$ cat config.mk
export PLATFORM = sky130hd
export DESIGN_NAME = my_shift_seq
export DESIGN_NICKNAME = d
export VERILOG_FILES = /design/src/rtl/my_shift_seq.sv
export SDC_FILE = /design/constraint.sdc
export NUM_CORES = 1
export LEC_CHECK = 0
export ABC_CLOCK_PERIOD_IN_PS = 2700
export CORE_MARGIN = 1.5
export CORE_UTILIZATION = 48
export CTS_CLUSTER_SIZE = 14
export DETAILED_ROUTE_END_ITERATION = 7
export PLACE_DENSITY_LB_ADDON = 0.2
export SETUP_SLACK_MARGIN = 0.05
export SLEW_MARGIN = 20
export SYNTH_ARGS = -nofsm -noshare
export SYNTH_HDL_FRONTEND = slang
export SYNTH_SLANG_ARGS = --single-unit
$ cat constraint.sdc
create_clock -name clk -period 2.7 [get_ports clk]
set_input_delay 0.27 -clock clk [delete_from_list [all_inputs] [get_ports clk]]
set_output_delay 0.27 -clock clk [all_outputs]
set_load 0.05 [all_outputs]
$ cat src/rtl/my_shift_seq.sv
// Multi-cycle arithmetic shifter: one bit position per clock,
// left or right, with start/busy/done sequencing.
module my_shift_seq #(
  parameter int WIDTH = 8,
  parameter int AMT_W = 3
) (
  input  logic             clk,
  input  logic             rst_n,
  input  logic             start,
  input  logic [WIDTH-1:0] op1,
  input  logic [AMT_W-1:0] amt,
  input  logic             dir,
  output logic [WIDTH-1:0] out,
  output logic             cout,
  output logic             zero,
  output logic             busy,
  output logic             done
);

  typedef enum logic [1:0] {
    IDLE,
    SHIFT,
    DONE
  } state_t;

  state_t           state_q;
  state_t           state_d;
  logic [AMT_W-1:0] count;
  logic             dir_q;

  always_ff @(posedge clk) begin
    if (!rst_n) begin
      state_q <= IDLE;
    end else begin
      state_q <= state_d;
    end
  end

  always_comb begin
    state_d = state_q;
    case (state_q)
      IDLE: begin
        if (start) begin
          state_d = (amt != '0) ? SHIFT : DONE;
        end
      end
      SHIFT: begin
        if (count == AMT_W'(1)) begin
          state_d = DONE;
        end
      end
      DONE:    state_d = IDLE;
      default: state_d = IDLE;
    endcase
  end

  // Operands are latched at acceptance so later input changes are inert.
  always_ff @(posedge clk) begin
    if (!rst_n) begin
      out   <= '0;
      cout  <= 1'b0;
      count <= '0;
      dir_q <= 1'b0;
    end else begin
      case (state_q)
        IDLE: begin
          if (start) begin
            out   <= op1;
            cout  <= 1'b0;
            count <= amt;
            dir_q <= dir;
          end
        end
        SHIFT: begin
          count <= count - AMT_W'(1);
          if (dir_q) begin
            cout <= out[0];
            out  <= {out[WIDTH-1], out[WIDTH-1:1]};
          end else begin
            cout <= out[WIDTH-1];
            out  <= {out[WIDTH-2:0], 1'b0};
          end
        end
        default: begin
        end
      endcase
    end
  end

  assign zero = (out == '0);
  assign busy = (state_q == SHIFT);
  assign done = (state_q == DONE);

endmodule
==> results.yml <==
# implementation run metrics
min_path:
  min_to: "count[2]"
floorplan:
  rows: 15
  fp.dieW_um: 45.1
  fp-utilization_pct: 50.3
clocking:
  htree_num_levels: 1
  clockBufferDepth: 2
  cts_tree: "yes"
  clockRootBuffer: "clkbuf_4"
  cts_buffers: 3
  hold_buffers: 0
timing:
  worst_clock_skew_ns: 0.00631
  fin_hold_ws_ns: 0.503
  fmax_mhz: 419
  setup_viol: 0
  maxSlewViolCount: 0
  slew_headroom_pct: 66.1
  tightest_slew_ns: 0.507
  finalClockPeriodUsage_pct: 88.5
  rsz0062_at_grt: "no"
power_and_ir_drop:
  p_leak_nw: 0.434
  finalPower_mw: 0.650
  ir_drop_v: 0.000315
cells_and_area:
  drive_above_1_share_pct: 7.20
  syn2layout_area_growth_pct: 34.2
  layout_top_cells: "26 x clkdlybuf4s50_1, 15 x dfxtp_1, 10 x nand2b_1"
  lay_top_count: "clkdlybuf4s50_1"
  instances_no_fill: 142
  post-route-util_pct: 67.5
  combGateArea_sq_um: 502
route:
  vias_per_cell: 5.63
  wl_met2_um: 897
  postRouteAntennaNets: 0
logic_synthesis:
  ys.flop_type: "dfxtp_1"
  top_logic_kind: "simple AND/OR/NAND/NOR gates"
  synth_warnings: 0
  xor_share_pct: 0
  ys.flops: 15
worst_setup_path:
  critPathRequiredTime_ns: 2.43
  reg2reg_slack_ns: 1.29
  crit_start: "out[7]"
  cp-endpoint: "zero"
  critical_path_class: "flip-flop to output port"
place:
  port_buffers: 26
  dp_slack_ns: 0.639
global_routing:
  grt_max_degree: 14
job:
  tool_warnings: 27
status:
  status: "complete, no violations"
-- area by class of cell --
| class | count | area share, % |
|---|---|---|
| clock buffer | 4 | 2.31 |
| multi-input combinational | 73 | 44.0 |
| tap | 17 | 1.87 |
| timing repair buffer | 27 | 23.5 |
| sequential | 15 | 26.3 |
| inverter | 6 | 1.98 |
-- flip-flops by register name, summed over array words and instances, names as in the netlist --
register	count
dir_q	1
count	3
out	8
cout	1
state_q	2
-- worst max-delay path: stages, from the launching register on --
cell and delay, ns:
dfxtp_1 0.36, or4_1 0.53, nor2_1 0.13, clkdlybuf4s50_1 0.81
-- report_power, final --
part / switching, mW / total [mW] / internal (mW)
combinational: 0.135 / 0.240 / 0.105
sequential: 0.0334 / 0.278 / 0.245
clock: 0.0753 / 0.133 / 0.0573
Figure 1. Met2 routing.
Scale: 10 px per um.
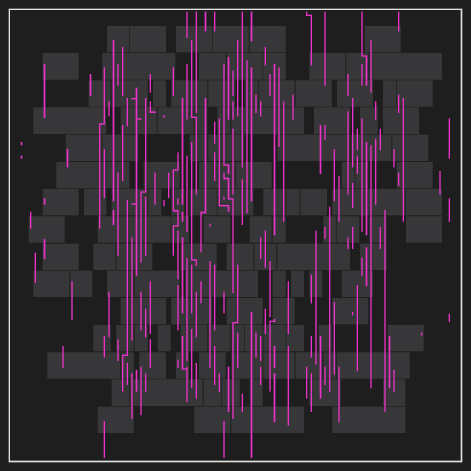
share of all routed wire: 46%
wire length on this layer: 898 um
longest straight run: 24.1 um
nets with wire on the layer: 118
final wirelength: 1960 um
met2 Resource Use GR: 34.6%

Figure 2. Met3 routing.
Scale: 10 px per um.
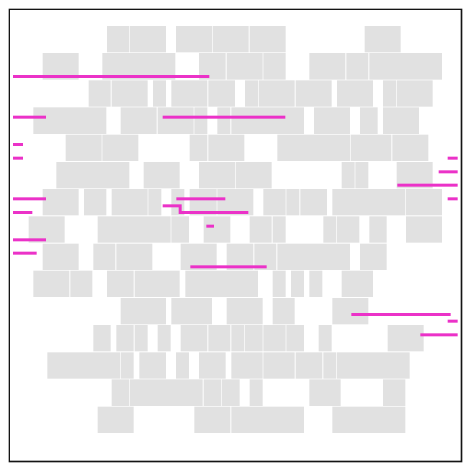
nets with wire on the layer: 18
wire length on this layer: 89.0 um
main direction: horizontal
longest straight run: 19.3 um
share of all routed wire: 4.5%
DR vias: 800
met3 Use GR: 5.20%

Figure 3. Routing congestion map.
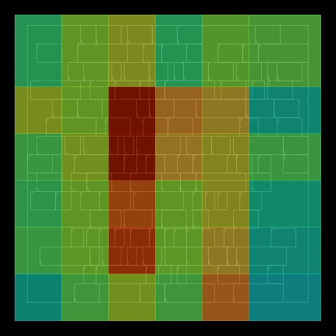
M1 GR Usage: 32.2%
Total GRT Usage: 23.1%
Top Usage Layer GRT: met2

